`src/rtl/mips_pkg.sv`:
```
// ============================================================================
// mips_pkg : opcode/function encodings and ID/EX stage FSM state type
// Rev 1.0  : initial release
// ============================================================================
`default_nettype none

package mips_pkg;

  localparam logic [5:0] OP_RTYPE = 6'h00;
  localparam logic [5:0] OP_JAL   = 6'h03;
  localparam logic [5:0] OP_BEQ   = 6'h04;
  localparam logic [5:0] OP_BNE   = 6'h05;
  localparam logic [5:0] OP_ADDI  = 6'h08;
  localparam logic [5:0] OP_ADDIU = 6'h09;
  localparam logic [5:0] OP_ANDI  = 6'h0C;
  localparam logic [5:0] OP_ORI   = 6'h0D;
  localparam logic [5:0] OP_XORI  = 6'h0E;
  localparam logic [5:0] OP_LW    = 6'h23;
  localparam logic [5:0] OP_SW    = 6'h2B;

  localparam logic [5:0] FN_JR    = 6'h08;

  typedef enum logic [0:0] {
    RUN   = 1'b0,
    STALL = 1'b1
  } st_e;

  // Instructions whose rt field is a source operand rather than a destination.
  function automatic logic reads_rt(input logic [5:0] op);
    return (op == OP_RTYPE) || (op == OP_BEQ) || (op == OP_BNE) || (op == OP_SW);
  endfunction

endpackage

`default_nettype wire

```
`src/rtl/hazard_fwd_unit.sv`:
```
// ============================================================================
// hazard_fwd_unit : operand forwarding muxes and load-use hazard detection
// Rev 1.0  : initial release
// ============================================================================
`default_nettype none

module hazard_fwd_unit
  import mips_pkg::*;
#(
  parameter int XLEN = 32,
  parameter int RA_W = 5
) (
  input  logic            in_valid,
  input  logic [5:0]      op,
  input  logic [RA_W-1:0] rs_addr,
  input  logic [RA_W-1:0] rt_addr,
  input  logic [XLEN-1:0] rs_data,
  input  logic [XLEN-1:0] rt_data,
  input  logic            exm_regwrite,
  input  logic [RA_W-1:0] exm_rd,
  input  logic [XLEN-1:0] exm_result,
  input  logic            mwb_regwrite,
  input  logic [RA_W-1:0] mwb_rd,
  input  logic [XLEN-1:0] mwb_result,
  input  logic            ex_valid,
  input  logic            ex_mem_read,
  input  logic [RA_W-1:0] ex_dest,
  output logic [XLEN-1:0] rs_fwd,
  output logic [XLEN-1:0] rt_fwd,
  output logic            load_use
);

  // The younger EX/MEM result wins over MEM/WB; $0 always reads the register file.
  always_comb begin
    rs_fwd = rs_data;
    if (rs_addr != '0 && exm_regwrite && exm_rd == rs_addr)
      rs_fwd = exm_result;
    else if (rs_addr != '0 && mwb_regwrite && mwb_rd == rs_addr)
      rs_fwd = mwb_result;
  end

  always_comb begin
    rt_fwd = rt_data;
    if (rt_addr != '0 && exm_regwrite && exm_rd == rt_addr)
      rt_fwd = exm_result;
    else if (rt_addr != '0 && mwb_regwrite && mwb_rd == rt_addr)
      rt_fwd = mwb_result;
  end

  always_comb begin
    load_use = 1'b0;
    if (ex_valid && ex_mem_read && ex_dest != '0 && in_valid)
      load_use = (ex_dest == rs_addr) || (reads_rt(op) && ex_dest == rt_addr);
  end

endmodule

`default_nettype wire

```
`src/rtl/id_ex_stage.sv`:
```
// ============================================================================
// id_ex_stage : decode, hazard FSM and ID/EX pipeline register feeding the ALU
// Rev 1.0  : initial release
// ============================================================================
`default_nettype none

module id_ex_stage
  import mips_pkg::*;
#(
  parameter int XLEN     = 32,
  parameter int RA_W     = 5,
  parameter int LINK_REG = 31
) (
  input  logic            clk,
  input  logic            rst,
  input  logic            in_valid,
  input  logic [31:0]     in_instr,
  input  logic [XLEN-1:0] in_pc4,
  input  logic [XLEN-1:0] rs_data,
  input  logic [XLEN-1:0] rt_data,
  input  logic            exm_regwrite,
  input  logic [RA_W-1:0] exm_rd,
  input  logic [XLEN-1:0] exm_result,
  input  logic            mwb_regwrite,
  input  logic [RA_W-1:0] mwb_rd,
  input  logic [XLEN-1:0] mwb_result,
  input  logic            flush,
  output logic            stall_out,
  output logic            out_valid,
  output logic [XLEN-1:0] firstVal,
  output logic [XLEN-1:0] secondVal,
  output logic [5:0]      opcode,
  output logic [5:0]      func,
  output logic [4:0]      sa,
  output logic [RA_W-1:0] dest_reg,
  output logic            reg_write,
  output logic            mem_read,
  output logic            mem_write,
  output logic [XLEN-1:0] store_data
);

  logic [5:0]      op;
  logic [5:0]      fn;
  logic [RA_W-1:0] rs_addr;
  logic [RA_W-1:0] rt_addr;
  logic [RA_W-1:0] rd_addr;
  logic [XLEN-1:0] imm_sext;
  logic [XLEN-1:0] imm_zext;

  assign op       = in_instr[31:26];
  assign fn       = in_instr[5:0];
  assign rs_addr  = in_instr[21 +: RA_W];
  assign rt_addr  = in_instr[16 +: RA_W];
  assign rd_addr  = in_instr[11 +: RA_W];
  assign imm_sext = {{(XLEN-16){in_instr[15]}}, in_instr[15:0]};
  assign imm_zext = {{(XLEN-16){1'b0}}, in_instr[15:0]};

  logic [XLEN-1:0] rs_fwd;
  logic [XLEN-1:0] rt_fwd;
  logic            load_use;

  hazard_fwd_unit #(
    .XLEN (XLEN),
    .RA_W (RA_W)
  ) u_hazard_fwd (
    .in_valid     (in_valid),
    .op           (op),
    .rs_addr      (rs_addr),
    .rt_addr      (rt_addr),
    .rs_data      (rs_data),
    .rt_data      (rt_data),
    .exm_regwrite (exm_regwrite),
    .exm_rd       (exm_rd),
    .exm_result   (exm_result),
    .mwb_regwrite (mwb_regwrite),
    .mwb_rd       (mwb_rd),
    .mwb_result   (mwb_result),
    .ex_valid     (out_valid),
    .ex_mem_read  (mem_read),
    .ex_dest      (dest_reg),
    .rs_fwd       (rs_fwd),
    .rt_fwd       (rt_fwd),
    .load_use     (load_use)
  );

  st_e state;
  st_e state_n;

  always_ff @(posedge clk) begin
    if (rst) state <= RUN;
    else     state <= state_n;
  end

  always_comb begin
    state_n   = RUN;
    stall_out = 1'b0;
    if (!rst && !flush && state == RUN && load_use) begin
      state_n   = STALL;
      stall_out = 1'b1;
    end
  end

  logic [XLEN-1:0] d_a;
  logic [XLEN-1:0] d_b;
  logic [RA_W-1:0] d_dest;
  logic            d_we;
  logic            d_mr;
  logic            d_mw;

  always_comb begin
    d_a    = rs_fwd;
    d_b    = rt_fwd;
    d_dest = '0;
    d_we   = 1'b0;
    d_mr   = 1'b0;
    d_mw   = 1'b0;
    case (op)
      OP_RTYPE: begin
        d_dest = rd_addr;
        d_we   = (fn != FN_JR);
      end
      OP_ADDI, OP_ADDIU: begin
        d_b    = imm_sext;
        d_dest = rt_addr;
        d_we   = 1'b1;
      end
      OP_LW: begin
        d_b    = imm_sext;
        d_dest = rt_addr;
        d_we   = 1'b1;
        d_mr   = 1'b1;
      end
      OP_SW: begin
        d_b    = imm_sext;
        d_mw   = 1'b1;
      end
      OP_ANDI, OP_ORI, OP_XORI: begin
        d_b    = imm_zext;
        d_dest = rt_addr;
        d_we   = 1'b1;
      end
      OP_JAL: begin
        d_a    = in_pc4;
        d_dest = RA_W'(LINK_REG);
        d_we   = 1'b1;
      end
      default: begin
        d_dest = '0;
      end
    endcase
  end

  // Flush, load-use and an empty IF/ID all produce an all-zero bubble.
  logic bubble;
  assign bubble = flush || load_use || !in_valid;

  always_ff @(posedge clk) begin
    if (rst || bubble) begin
      out_valid  <= 1'b0;
      firstVal   <= '0;
      secondVal  <= '0;
      opcode     <= '0;
      func       <= '0;
      sa         <= '0;
      dest_reg   <= '0;
      reg_write  <= 1'b0;
      mem_read   <= 1'b0;
      mem_write  <= 1'b0;
      store_data <= '0;
    end else begin
      out_valid  <= 1'b1;
      firstVal   <= d_a;
      secondVal  <= d_b;
      opcode     <= op;
      func       <= fn;
      sa         <= in_instr[10:6];
      dest_reg   <= d_dest;
      reg_write  <= d_we;
      mem_read   <= d_mr;
      mem_write  <= d_mw;
      store_data <= rt_fwd;
    end
  end

endmodule

`default_nettype wire

```
`config.mk`:
```
export PLATFORM = sky130hd
export DESIGN_NAME = id_ex_stage
export DESIGN_NICKNAME = d
export VERILOG_FILES = /design/src/rtl/mips_pkg.sv /design/src/rtl/hazard_fwd_unit.sv /design/src/rtl/id_ex_stage.sv
export SDC_FILE = /design/constraint.sdc
export NUM_CORES = 1
export LEC_CHECK = 0
export CORE_UTILIZATION = 25
export DETAILED_ROUTE_END_ITERATION = 10
export GPL_ROUTABILITY_DRIVEN = 0
export MAX_ROUTING_LAYER = met4
export PLACE_DENSITY = 0.56
export RECOVER_POWER = 25
export SYNTH_ARGS = -nofsm -noshare
export SYNTH_HDL_FRONTEND = slang
export SYNTH_SLANG_ARGS = --single-unit
```
`constraint.sdc`:
```
create_clock -name clk -period 5.6 [get_ports clk]
set_clock_uncertainty 0.05 [all_clocks]
set_input_delay 1.12 -clock clk [delete_from_list [all_inputs] [get_ports clk]]
set_output_delay 1.12 -clock clk [all_outputs]
set_load 0.005 [all_outputs]
```
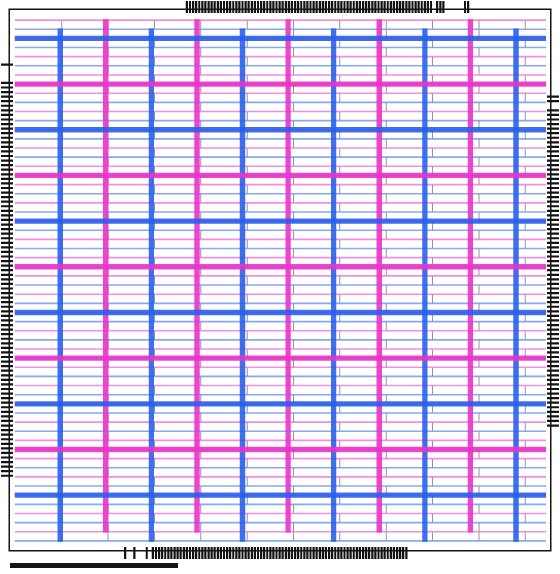
*Floorplan with the power grid, run 1*
Scale bar: 50 um. Pins as bars on the die edge. Tap cells in grey.
[magenta] VDD
[blue] VSS
rows: 57
met5 straps: 11
tap cells: 324
signal pins: 331
floorplan die height: 161 um
Max IR drop VDD: 0.000153 V
die outline width: 161 um

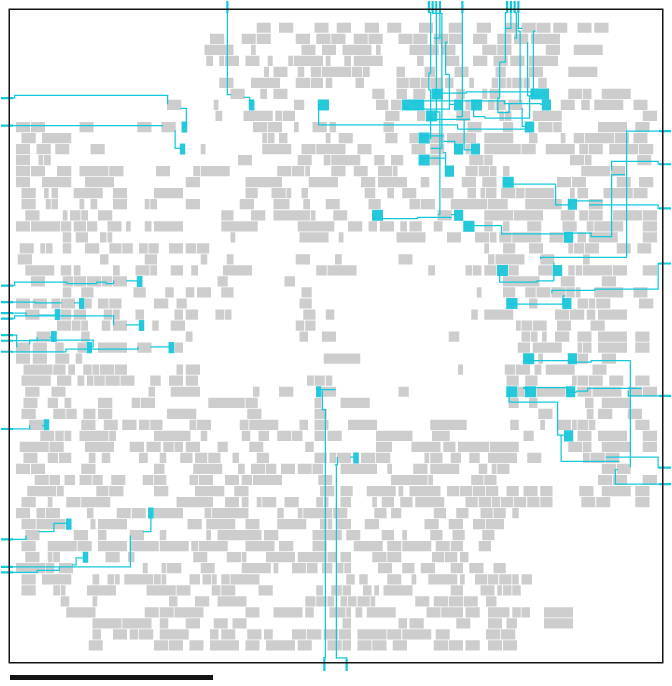
*Nets reached from selected ports, run 1*
Scale bar: 50 um.
[cyan] exm_result | bits: 32 | direction: input | edge: 13 left, 10 top, 7 right, 2 bottom | end cells: 48 | buffers: 32 | wire: 1,400 um
port bufs: 330
I/O pin count: 331

==> impl_report.txt, run 1 <==
RUN METRICS
----------------------------------------------------
[Power and ir drop]
  Switching portion of total power ........................ between 20% and 30%
  Pwr Density ........................ approximately 240 nW/um^2
  Part of the total power dissipated in combinational logic ........................ between 15 and 20%
  Internal power contribution ........................ 1770 uW
  Clock Power Share ........................ between 40% and 50%
  Leakage ........................ between 0.004 and 0.005 uW

[Synth]
  Top logic cell family in the synthesized netlist ........................ AND-OR/OR-AND gates
  Share of synthesized cell area in and, or, nand and nor gates ........................ 22.1%
  Number of synthesized flops with an enable pin ........................ 0
  Synthesized area per cell ........................ 8.65 um^2
  # Cells Yosys ........................ 729
  Syn Nets ........................ roughly 940
  Post-synthesis compound-gate area fraction ........................ around 27%
  Ys async rst share ........................ 0%
  Share of synthesized area occupied by flip-flops and latches ........................ between 30% and 40%
  Post-Synth Adder-Cell Area ........................ 0%
  Chip area estimate from yosys synthesis ........................ 6300 um^2

[Floorplanning]
  Placeable core area ........................ approximately 25,000 um^2

[STA]
  Final worst-path cycle share ........................ a little over four fifths
  Worst slew pin tran ........................ around 1200 ps
  Relative slew margins ........................ 21.0%

[Critical path]
  Startpoint types ........................ primary input
  Worst setup path category ........................ in -> out
  CP arrival ........................ about 3500 ps

[Global route]
  Leftover overflow at the end of global routing ........................ 0
  Largest net degree at the start of global routing ........................ ~66
  Number of global-route vias before repair ........................ 6,896
  Met3 usage in global routing ........................ about 6.0%
  Fraction of met2 tracks used by global routing ........................ a little over a third
  Global routing usage summed across all routing layers ........................ roughly 22%

[Run status]
  Result of the run ........................ finished, final reports clean

[Clocking]
  Quantity of gates resized following cts ........................ 0
  TritonCTS clock tree ........................ built
  Root Driver ........................ sky130_fd_sc_hd__clkbuf_16

[Finish]
  Registers with the most flip-flops ........................ firstVal x32, secondVal x32, store_data x32
  Final Core Density ........................ a little over two fifths

[Job]
  Count of warning messages emitted by the tools ........................ 26

[Min path]
  Hold crit path type ........................ reg -> reg

[Place]
  Total half-perimeter wirelength after legalization and detailed placement ........................ between 20,000 and 25,000 um

----------------------------------------------------
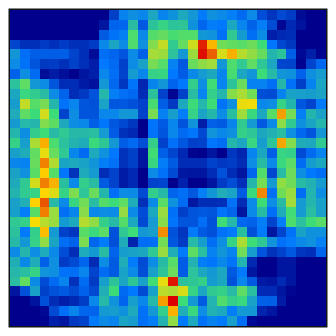
*Wiring heat map, run 1*
32 x 32 tiles, from dark blue (low) to red (high), scaled to the fullest tile. Values are wire area over tile area, all layers added.
tiles over half the peak: 14%
nearly empty tiles: 9.6%
mean over tiles: 0.18
fullest tile: 0.61
DR vias: 6,844
routed length per instance: 21.1 um
DRT Wirelength: 28,700 um

-- run 1: final cells by class --
class | instances | area, um^2
Multi-Input combinational cell | 498 | 3390
Timing Repair Buffer | 343 | 3400
Tap cell | 324 | 405
Clock buffer | 18 | 439
Inverter | 35 | 133
Clock inverter | 14 | 146
Sequential cell | 123 | 2460
Fill cell | 2459 | 14200
Antenna cell | 3 | 7.51
-- run 1: kinds of logic (layout without fill, tap and decap cells) --
group           after synthesis  count (layout)
buf+inv                     108             410
compound gates              225             225
xor+xnor                     30              30
flops                       123             123
other cells                   0               3
simple gates                243             243
-- run 1: power by group through the flow --
stage	sequential [uW]	clock, uW	combinational (uW)
6_report	906	1130	426
5_1_grt	908	1190	457
4_1_cts	907	1150	433
3_5_place_dp	927	0	430
3_3_place_gp	927	0	430
2_1_floorplan	930	0	158
-- run 1: layer usage --
metal  vias to the layer above  part of all wire [%]
met3                        33                   7.5
met4                         0                   1.9
met5                         -                     0
met2                       292                    49
li1                       3276                     -
met1                      3243                    42
-- run 1: cells in the mapped netlist (all sizes together) (5+ instances only) --
| cell type | instances | area [um^2] |
|---|---|---|
| xor2 | 17 | 149 |
| nand3 | 40 | 200 |
| nor2 | 10 | 37.5 |
| a41o | 16 | 160 |
| o311a | 16 | 160 |
| xnor2 | 13 | 114 |
| inv | 34 | 128 |
| dfxtp | 123 | 2460 |
| nand2b | 20 | 125 |
| buf | 21 | 160 |
| o311ai | 48 | 420 |
| nand2 | 50 | 188 |
| o21ai | 17 | 85.1 |
| a21boi | 48 | 360 |
| o211ai | 14 | 105 |
| nand3b | 17 | 128 |
| a221oi | 5 | 43.8 |
| and3 | 65 | 407 |
| clkbuf | 52 | 196 |
| and2 | 18 | 113 |
| nor4 | 11 | 98.8 |
| a211oi | 5 | 52.6 |
| a21oi | 50 | 250 |
-- run 1: critical path: stages --
cell                              delay, ps
sky130_fd_sc_hd__clkdlybuf4s50_1        630
sky130_fd_sc_hd__nand4b_1               280
sky130_fd_sc_hd__a2bb2oi_1              230
sky130_fd_sc_hd__nor4b_2                400
sky130_fd_sc_hd__nor2_1                 110
sky130_fd_sc_hd__nor4_1                 190
sky130_fd_sc_hd__clkdlybuf4s50_1        560
-- run 1: final timing paths --
kind / end / cells past startpoint / startpoint / slack, ps
min: state / 1 / state / 390
max reg2reg: secondVal[20] / 6 / dest_reg[2] / 2730
min reg2reg: state / 1 / state / 390
max: stall_out / 7 / in_instr[27] / 900
-- run 1: metrics by stage --
stage                     hold WS [ps]  instances
final                              392       1358
after global routing               412       1358
after CTS                          389       1355
after detailed placement           371       1323
after global placement             397       1323
after floorplan                    350        729
### Placement by cell class, run 1

Fill, decap, tap and diode cells in grey.
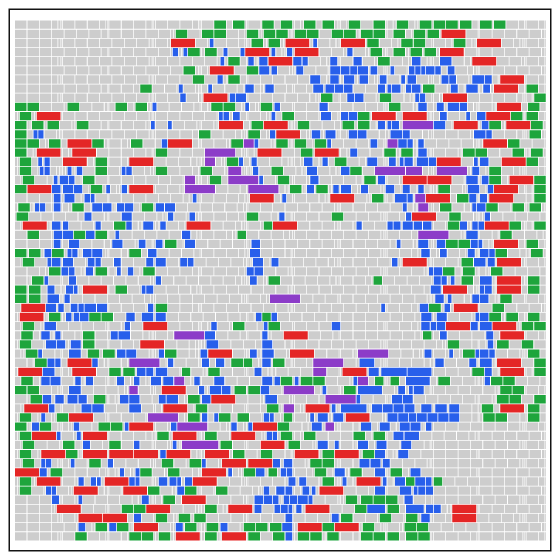

==> inputs of run 2 (changes only) <==
PLACE_DENSITY = 0.58   (was 0.56)
clock period = 4.1 ns   (was 5.6 ns; I/O delays follow)
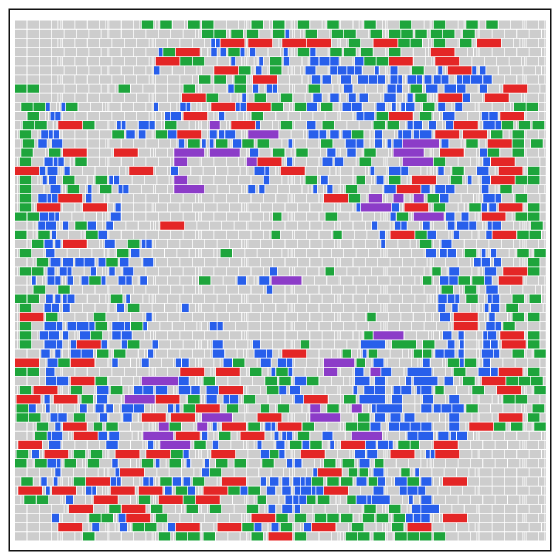
*Placement by cell class, run 2*
Fill, decap, tap and diode cells in grey.
[green] remaining buffers and delay cells | cells: 359 | share of their area: 35%
[red] sequential cells | cells: 123 | share of their area: 24%
[blue] combinational and other logic | cells: 533 | share of their area: 35%
[purple] clock drivers and dummy loads | cells: 32 | share of their area: 6.0%
Final Core Density: 42.9%
fraction of standard cell area that is sequential: 23.4%
site row count: 57

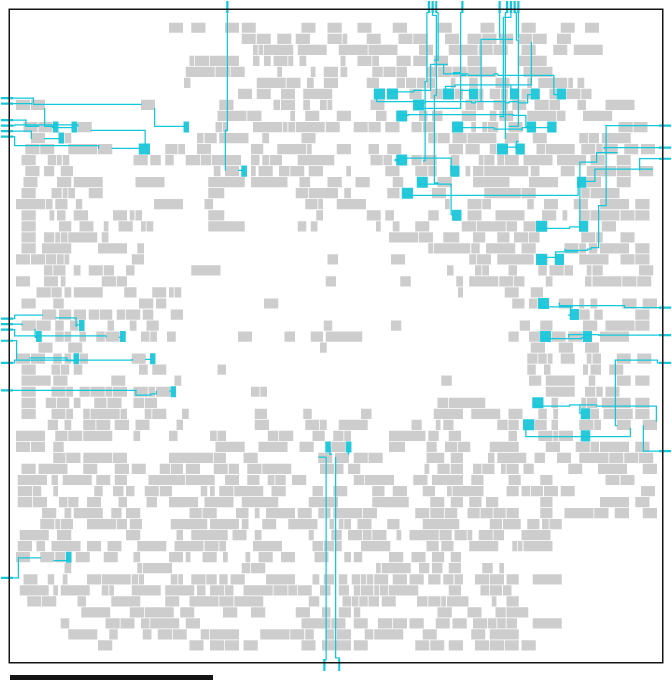
*Nets reached from selected ports, run 2*
Scale bar: 50 um.
[cyan] exm_result | bits: 32 | direction: input | edge: 13 left, 10 top, 7 right, 2 bottom | end cells: 48 | buffers: 32 | wire: 1,340 um

==> impl_report.txt, run 2 <==
RUN METRICS
----------------------------------------------------
[Run status]
  Result of the run ........................ finished, final reports clean

[Critical path]
  Cell count of the worst reg-to-reg path ........................ 7 (+1)
  Startpoint of the most critical register-to-register path ........................ dest_reg[0]
  Worst setup path category ........................ in -> out
  CP arrival ........................ 3020 ps (-510 ps)
  RR Endpoint ........................ store_data[11]

[Power and ir drop]
  Leakage ........................ 0.00433 uW (+2.4%)

[Floorplanning]
  Floorplan die height ........................ 161 um (unchanged)

[Synth]
  Synthesized area per cell ........................ 8.65 um^2 (unchanged)
  Post-synth top area share ........................ 39.1% (unchanged)
  Share of synthesized area occupied by flip-flops and latches ........................ 39.1% (unchanged)
  Number of synthesized flops with an enable pin ........................ 0 (unchanged)
  Top logic cell family in the synthesized netlist ........................ AND-OR/OR-AND gates
  Commonest cells post-synth ........................ sky130_fd_sc_hd__dfxtp_1 (123), sky130_fd_sc_hd__and3_1 (65), sky130_fd_sc_hd__clkbuf_1 (51), sky130_fd_sc_hd__a21oi_1 (50), sky130_fd_sc_hd__nand2_1 (50)
  Ys async rst share ........................ 0% (unchanged)

[Global route]
  Largest net degree at the start of global routing ........................ 58 (-12%)
  Global routing usage summed across all routing layers ........................ 22.5% (+0.039 points)

[Clocking]
  Quantity of gates resized following cts ........................ 0 (unchanged)

[Place]
  Placed cell count ........................ 1,339 (+1.2%)

[STA]
  Relative slew margins ........................ 34.8% (+14 points)

----------------------------------------------------
==> run 2: how the worst min path moves through the flow <==
stage | start | endpoint | slack (ps) | cells after the start
2_1_floorplan | state | state | 350 | 1
3_3_place_gp | state | state | 390 | 1
3_5_place_dp | state | state | 380 | 1
4_1_cts | state | state | 400 | 1
5_1_grt | state | state | 410 | 1
6_report | state | state | 400 | 1
==> run 2: through the flow <==
| stage | setup slack, ps | instance area, um^2 | hold WS (ps) |
|---|---|---|---|
| after floorplan | 1260 | 6300 | 350 |
| after global placement | 122 | 9920 | 394 |
| after detailed placement | 75.1 | 9920 | 380 |
| after CTS | 218 | 10500 | 397 |
| after global routing | 54.1 | 10500 | 406 |
| final | 209 | 10500 | 400 |
==> run 2: cell type report <==
class | count | area, um^2 | share of cell area (%)
Antenna cell | 2 | 5.00 | 0.0475
Clock buffer | 17 | 425 | 4.04
Clock inverter | 15 | 184 | 1.75
Inverter | 35 | 133 | 1.26
Multi-Input combinational cell | 498 | 3390 | 32.2
Sequential cell | 123 | 2460 | 23.4
Tap cell | 324 | 405 | 3.85
Timing Repair Buffer | 359 | 3530 | 33.5
==> run 2: cells by family (layout without fill, tap and decap cells) <==
logic type,count (synthesis),in the layout
buf+inv,108,426
flops,123,123
xor+xnor,30,30
other cells,0,2
simple gates,243,243
compound gates,225,225
==> run 2: metal layers <==
layer  global-route usage (%)  wire length, um
met1                     26.3            11800
met2                     37.9            14200
met3                     6.07             2070
met4                     5.62              451
met5                        -                0
==> run 2: critical path: stages <==
cell and delay [ps]:
sky130_fd_sc_hd__clkdlybuf4s50_1 620, sky130_fd_sc_hd__nand4b_1 170, sky130_fd_sc_hd__a2bb2oi_1 180, sky130_fd_sc_hd__nor4b_2 380, sky130_fd_sc_hd__nor2_1 100, sky130_fd_sc_hd__nor4_1 190
sky130_fd_sc_hd__clkdlybuf4s50_1 550
==> run 2: where the power goes <==
group          leakage (uW)  internal, uW  total [uW]  switching, uW
sequential          0.00100          1230        1240           8.96
clock              0.000300           923        1580            660
combinational       0.00303           325         591            266
total               0.00433          2480        3410            935
Power is estimated from default activity; no workload was simulated.
